Run 1, M1 wires:
Bar = 10 microns. Supply wires on this layer in grey.
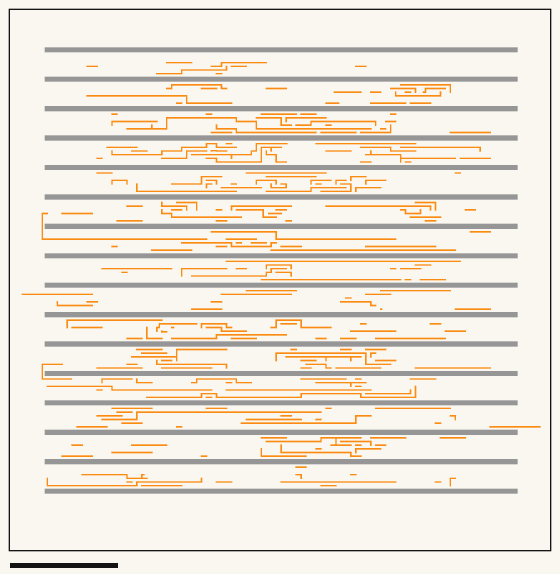
Run 1, M2 wires:
Bar = 10 microns.
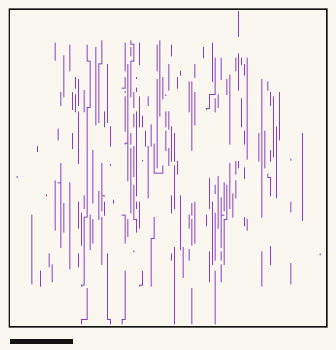
Run 1, signal wires on met3:
Cells faint in the background.
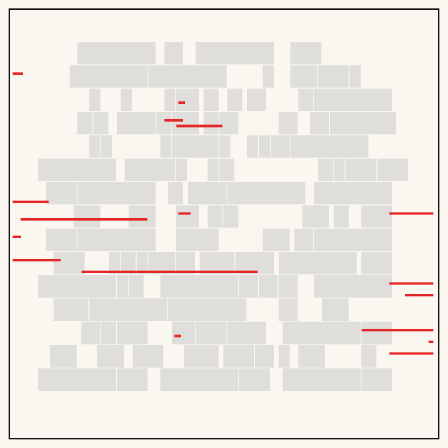
==> src/rtl/flick_cond_pkg.sv <==
// Shared types and default constants for the flick push-button conditioner.
// The state encoding is fixed so debug readouts stay meaningful across builds.
package flick_cond_pkg;

  typedef enum logic [1:0] {
    ST_IDLE         = 2'b00,
    ST_PRESS_WAIT   = 2'b01,
    ST_HELD         = 2'b10,
    ST_RELEASE_WAIT = 2'b11
  } state_t;

  localparam int DEF_SYNC_STAGES     = 2;
  localparam int DEF_DEBOUNCE_CYCLES = 4;
  localparam int DEF_CNT_W           = 8;

  function automatic logic is_wait_state(input state_t st);
    return (st == ST_PRESS_WAIT) || (st == ST_RELEASE_WAIT);
  endfunction

endpackage

==> src/rtl/sync_chain.sv <==
// Reset-clearable flop chain that brings one asynchronous level into the clk domain.
// Output is the last flop; STAGES must be at least 2.
module sync_chain #(
  parameter int STAGES = 2
) (
  input  logic clk,
  input  logic rst_n,
  input  logic d_i,
  output logic q_o
);

  logic [STAGES-1:0] chain_q;

  always_ff @(posedge clk or negedge rst_n) begin
    if (!rst_n) begin
      chain_q <= '0;
    end else begin
      chain_q <= {chain_q[STAGES-2:0], d_i};
    end
  end

  assign q_o = chain_q[STAGES-1];

endmodule

==> src/rtl/flick_conditioner.sv <==
// Synchronises and debounces the raw flick button; emits a clean level, a one-cycle
// press strobe for the flasher, and a wrapping count of accepted (enabled) presses.
module flick_conditioner
  import flick_cond_pkg::*;
#(
  parameter int SYNC_STAGES     = DEF_SYNC_STAGES,
  parameter int DEBOUNCE_CYCLES = DEF_DEBOUNCE_CYCLES,
  parameter int CNT_W           = DEF_CNT_W
) (
  input  logic             clk,
  input  logic             reset,
  input  logic             flick_raw,
  input  logic             enable,
  output logic             flick_level,
  output logic             flick_pulse,
  output logic [CNT_W-1:0] press_count,
  output logic             busy,
  output state_t           dbg_state
);

  localparam logic [CNT_W-1:0] LAST_CNT = CNT_W'(DEBOUNCE_CYCLES - 1);
  localparam logic [CNT_W-1:0] ONE_CNT  = CNT_W'(1);

  logic             s;
  state_t           state_q, state_d;
  logic [CNT_W-1:0] cnt_q, cnt_d;
  logic             level_q, level_d;
  logic             pulse_q, pulse_d;
  logic [CNT_W-1:0] count_q, count_d;

  sync_chain #(
    .STAGES(SYNC_STAGES)
  ) u_sync (
    .clk  (clk),
    .rst_n(reset),
    .d_i  (flick_raw),
    .q_o  (s)
  );

  always_ff @(posedge clk or negedge reset) begin
    if (!reset) begin
      state_q <= ST_IDLE;
      cnt_q   <= '0;
      level_q <= 1'b0;
      pulse_q <= 1'b0;
      count_q <= '0;
    end else begin
      state_q <= state_d;
      cnt_q   <= cnt_d;
      level_q <= level_d;
      pulse_q <= pulse_d;
      count_q <= count_d;
    end
  end

  // cnt holds how many consecutive samples have agreed with the pending new level;
  // any disagreeing sample drops straight back to the last stable state.
  always_comb begin
    state_d = state_q;
    cnt_d   = cnt_q;
    level_d = level_q;
    pulse_d = 1'b0;
    count_d = count_q;
    case (state_q)
      ST_IDLE: begin
        if (s) begin
          state_d = ST_PRESS_WAIT;
          cnt_d   = ONE_CNT;
        end
      end
      ST_PRESS_WAIT: begin
        if (!s) begin
          state_d = ST_IDLE;
          cnt_d   = '0;
        end else if (cnt_q == LAST_CNT) begin
          state_d = ST_HELD;
          cnt_d   = '0;
          level_d = 1'b1;
          pulse_d = enable;
          count_d = count_q + {{(CNT_W-1){1'b0}}, enable};
        end else begin
          cnt_d = cnt_q + ONE_CNT;
        end
      end
      ST_HELD: begin
        if (!s) begin
          state_d = ST_RELEASE_WAIT;
          cnt_d   = ONE_CNT;
        end
      end
      ST_RELEASE_WAIT: begin
        if (s) begin
          state_d = ST_HELD;
          cnt_d   = '0;
        end else if (cnt_q == LAST_CNT) begin
          state_d = ST_IDLE;
          cnt_d   = '0;
          level_d = 1'b0;
        end else begin
          cnt_d = cnt_q + ONE_CNT;
        end
      end
      default: begin
        state_d = ST_IDLE;
        cnt_d   = '0;
        level_d = 1'b0;
      end
    endcase
  end

  assign flick_level = level_q;
  assign flick_pulse = pulse_q;
  assign press_count = count_q;
  assign busy        = is_wait_state(state_q);
  assign dbg_state   = state_q;

endmodule

==> config.mk <==
export PLATFORM = sky130hd
export DESIGN_NAME = flick_conditioner
export DESIGN_NICKNAME = d
export VERILOG_FILES = /design/src/rtl/flick_cond_pkg.sv /design/src/rtl/sync_chain.sv /design/src/rtl/flick_conditioner.sv
export SDC_FILE = /design/constraint.sdc
export NUM_CORES = 1
export LEC_CHECK = 0
export CORE_MARGIN = 3
export CORE_UTILIZATION = 55
export DETAILED_ROUTE_END_ITERATION = 10
export PLACE_DENSITY_LB_ADDON = 0.05
export SLEW_MARGIN = 25
export SYNTH_ARGS = -nofsm -noshare
export SYNTH_HDL_FRONTEND = slang
export SYNTH_HIERARCHICAL = 1
export SYNTH_SLANG_ARGS = --single-unit
==> constraint.sdc <==
create_clock -name clk -period 4.26 [get_ports clk]
set_clock_uncertainty 0.2 [all_clocks]
set_input_delay 0.639 -clock clk [delete_from_list [all_inputs] [get_ports clk]]
set_output_delay 0.639 -clock clk [all_outputs]
set_load 0.005 [all_outputs]
==> reports/summary.txt, run 1 <==
Actual slew at the worst max-slew pin = 738.4 ps
Max transition margin = 50.77%
Met3 WL = 79 microns
Fa+ha+maj area frac = 3.538%
Wire length on met2 = 820 microns
Layer with the highest usage = met2
Worst path depth = 1
RSZ-0062 raised after global routing = no
DRC Markers = 0
CTS tree = yes
Buf/Inv on CP = 1
# placed instances = 134
GRT Util Overall = 17.16%
Worst-path fanout max = 8
Final ANT Viol Nets = 0
Cell Area, Placed = 1230 sq um
First-pass GRT wire length = 3180 microns
Biggest Area Class = registers
Total gr overflow = 0
Slowest library cell on the worst path = clkdlybuf4s50_1
Die height = 49.92 microns
DR iter-0 viols = 8
DRT Pass-1 Iters = 4
IO Count = 17
Setup crit end = busy
Critical path type = register to primary output
Fin. Hold Viols = 0
Met2 Usage GRT = 25.99%
Worst hold path class = input pin to asynchronous set/reset pin
Final setup TNS = 0 ps
Initial antenna violation count = 0
Final setup violation count = 0
Pleak = 0.5572 nW
Max layer used = met4
Inverters = 3
Fill count = 132
Die width = 49.92 microns
Largest net degree at the start of global routing = 23
M1 GR Usage = 23.72%
CTS max path bufs = 2
Synth flops = 22
Multi-In Gates = 68
Met3 Resource Use GR = 2.115%
CP cell instances = clkdlybuf4s50_1
Drt wl/cell = 13.59 microns
Vias in the first global route = 714
CP delay by family, top = buffers and inverters
N_diodes = 0
Maximum clock frequency = 453.0 MHz
Met1 WL = 931 microns
Worst setup EP type = primary output
TAP cells = 25
Seq share, synth = 51.89%
Outcome = finished clean
Fin Hold WS = 67.27 ps
Tmin final = 2208 ps
Clock edge transition at the registers on the reported setup and hold paths = 120 ps
Via density = 5.594
Yosys Chip Area = 1061 sq um
CP startpoint kind = register
R2R Setup Slk = 2170 ps
Seq/total area = 43.65%
Num rows = 15
FP Core Util = 59.51%
Reg area = 550.5 sq um
Ys cells = 96
Clock buffers = 4
Fraction of area in multi-input gates = 37.80%
Comb area = 476.7 sq um
FF-to-FF Start = cnt_q[0]
Setup crit start = dbg_state[0]
Slowest cell delay on critical path = 550 ps
About 'M1 wires':
main direction: horizontal
longest straight run: 21.6 microns

About 'M2 wires':
main direction: vertical
share of all routed wire: 44%
longest straight run: 21.8 microns
wire length on this layer: 820 microns

About 'signal wires on met3':
main direction: horizontal
wire length on this layer: 79.8 microns
share of all routed wire: 4.3%
nets with wire on the layer: 14

run 1: power breakdown:
group / total [mW] / internal (mW) / switching [mW]
Sequential: 0.295 / 0.242 / 0.0532
Clock: 0.114 / 0.0522 / 0.0620
Combinational: 0.198 / 0.102 / 0.0966
Total: 0.607 / 0.395 / 0.212
run 1: placed cells by master, fill, tap and decap left out, types with 2 or more instances in the layout:
| cell | Yosys | routed |
|---|---|---|
| o21ai_0 | 4 | 4 |
| nand4_1 | 5 | 5 |
| a31oi_1 | 3 | 3 |
| nand3_1 | 5 | 5 |
| inv_1 | 3 | 3 |
| nor2_1 | 4 | 4 |
| a21oi_1 | 5 | 5 |
| xnor2_1 | 5 | 5 |
| ha_1 | 3 | 3 |
| dfrtp_1 | 22 | 22 |
| and3_1 | 3 | 3 |
| mux2_2 | 3 | 3 |
| clkdlybuf4s50_1 | 0 | 15 |
| nor3_1 | 2 | 2 |
| clkbuf_4 | 0 | 3 |
| and4_1 | 2 | 2 |
| nand2_1 | 11 | 11 |
| xor2_1 | 3 | 3 |
run 1: synthesized netlist by cell type:
master	n	area share, %
inv_1	3	1.1
dfrtp_1	22	52
o21ai_0	4	1.9
a21o_2	1	0.83
mux2i_1	1	0.94
a31oi_1	3	1.8
ha_1	3	3.5
and4_1	2	1.7
nand2_1	11	3.9
a311oi_2	1	1.4
buf_4	1	0.71
a41oi_2	1	1.5
buf_6	1	1.1
nor3_1	2	0.94
and3_1	3	1.8
nand2_2	1	0.59
and2_1	1	0.59
a22o_2	1	0.94
xnor2_1	5	4.1
nand4_1	5	2.9
mux2_2	3	3.2
nor4_4	1	2.0
xor2_1	3	2.5
nor4_1	1	0.59
nor2_1	4	1.4
and4bb_2	1	1.2
nand3_1	5	2.4
clkbuf_1	1	0.35
a21oi_1	5	2.4
--- run 2 (diff from run 1) ---
- CORE_UTILIZATION: 55 -> 46
- clock period: 4.26 -> 2 ns (I/O delays scaled with it)
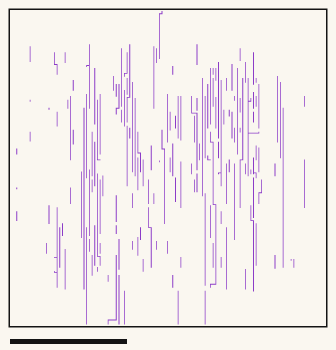
Run 2: M2 wires
Bar = 20 microns.
longest straight run: 30.9 microns
wire length on this layer: 976 microns

==> run 2 against run 1 <==
  * Register-to-register slack worse by 2100 ps
  * Sequential share of layout area shrank 2.9 points
  * Sequential cell count unchanged
  * Die size increased by 17%
  * Final cell count is 9.4% higher
  * First-iteration DRC count is 88% higher
  * Critical path depth increased by 2
  * Clock power up 110%
  * Via count increased by 4.8%
  * Combinational power grew to 2.9 times the previous value
  * Non-clock buffer count increased by 11
  * Largest cell class unchanged
==> reports/summary.txt, run 2 <==
Outcome = finished clean
Actual slew at the worst max-slew pin = 301.2 ps
Clock share of power = 17.2%
IO Count = 17
Setup crit start = cnt_q[5]
Largest net degree at the start of global routing = 23
Post-synth EDFFs = 0
Reg area = 550.5 sq um
Final Power = 1.391 mW
Pre-CTS setup slack = 130.0 ps
Yosys Chip Area = 1061 sq um
Fin. Hold Viols = 0
Worst-path fanout max = 8
Fill count = 165
Final setup TNS = 0 ps
PortBufs = 16
Vias in the first global route = 823
HPWL after DPL = 1547 microns
DR iter-0 viols = 15
Num rows = 16
Critical path type = register to register
N_diodes = 0
First-pass GRT wire length = 3560 microns
Die height = 54.03 microns
Final ANT Viol Nets = 0
GRT Util Overall = 17.04%
DRC Markers = 0
Drt wl/cell = 13.49 microns
Most frequent logic cell in the layout = dfrtp_1
Via density = 5.358
Tmin final = 1890 ps
R2R Setup Slk = 110 ps
RSZ-0062 raised after global routing = no
Cell Area, Placed = 1315 sq um
Cycle use final = 94.50%
Total gr overflow = 0
Fin Hold WS = 129.7 ps
Top Layout Cells = dfrtp_1, clkdlybuf4s50_1, nand2_1, buf_4
PnR worst setup slack = 110.0 ps
Max Cap Viol = 0
Final slew viol count = 0
Initial antenna violation count = 0
FF-to-FF Start = cnt_q[5]
Synth area leader = dfrtp_1
Seq share, synth = 51.89%
Sequential power share = 41.3%
List of most frequent post-synthesis cells = dfrtp_1, nand2_1
Setup Buffers After CTS = 0
Main synth FF type = dfrtp_1
VDD IR max = 0.0006737 V
Die width = 54.03 microns
Count leader, synth = dfrtp_1
Slowest library cell on the worst path = dfrtp_1
DRT Pass-1 Iters = 4
# placed instances = 147
Cell Type Count = 29
Synth flops = 22
Ys cells = 96
Psw = 464.8 uW
Comb area = 476.7 sq um
OpenROAD warnings = 26
Slowest cell delay on critical path = 460 ps
CP startpoint kind = register
Maximum clock frequency = 529.1 MHz
Final instance area = 1351 sq um
CTS max path bufs = 2
Int Pwr = 925.8 uW
Pleak = 0.6121 nW
Final setup violation count = 0
CP Data Required Time = 1990 ps
Post-synthesis async set-or-reset flop share = 100.0%
Top cells by area = dfrtp_1, xnor2_1, nand2_1
Top cell area share = 51.89%
Data arrival time of the critical path = 1880 ps
Sw Share = 33.43%
Max transition margin = 79.73%
Worst setup EP type = register
Final WL = 2037 microns
Worst hold path class = input pin to asynchronous set/reset pin
Clock edge transition at the registers on the reported setup and hold paths = 120 ps
Gate power share = 41.4%
CP cell instances = nor4_4 -> and4_1 -> mux2_2
FP Core Util = 51.46%
CTS tree = yes
GPL Wtd Cong = 0.7439
[run 2: netlist changes by cell type in the layout (fill, tap and decap cells not counted)]
cell             change
buf_2                -1
buf_4               +11
clkdlybuf4s50_1      +1
[run 2: metal layers]
metal | global-route usage, % | up-vias | wire, microns
met5 | 0 | - | 0
met4 | 4.979 | 0 | 13
met3 | 2.493 | 2 | 58
met2 | 28.83 | 10 | 975
met1 | 22.51 | 392 | 989
li1 | - | 405 | -
[run 2: worst paths after layout]
kind | to | cells after the start
max | press_count[0] | 3
min | cnt_q[6] | 2
max reg2reg | press_count[0] | 3
min in group clk | u_sync/chain_q[1] | 0
min reg2reg | u_sync/chain_q[1] | 0
max in group asynchronous | dbg_state[0] | 2
[run 2: cell families after synthesis]
logic type      after synthesis  synth area share, %
compound gates               16                10.73
xor+xnor                      8                6.604
fa+ha+maj                     3                3.538
buf+inv                       6                3.184
flops                        22                51.89
mux                           4                4.127
simple gates                 37                19.93
[run 2: area by class of cell]
type / instances / share of cell area, %
inverters: 3 / 0.8333
flip-flops and latches: 22 / 40.74
multi-input cells: 68 / 35.28
clock buffers: 4 / 2.685
well taps: 27 / 2.500
repair buffers: 27 / 17.96
[run 2: power groups by stage]
stage               clock (mW)  combinational (mW)  sequential (mW)
floorplan                    0               0.288            0.615
global placement             0               0.573            0.581
detailed placement           0               0.581            0.584
CTS                      0.245               0.583            0.575
global route             0.272               0.651            0.586
finish                   0.240               0.576            0.575
[run 2: worst max-delay path, delay by kind of cell (launching register included)]
family	cells	cell delay (ps)
muxes	1	370
and+or+nand+nor	2	750
DFF	1	460
No activity file was given, so power comes from the tool's default toggle rates.
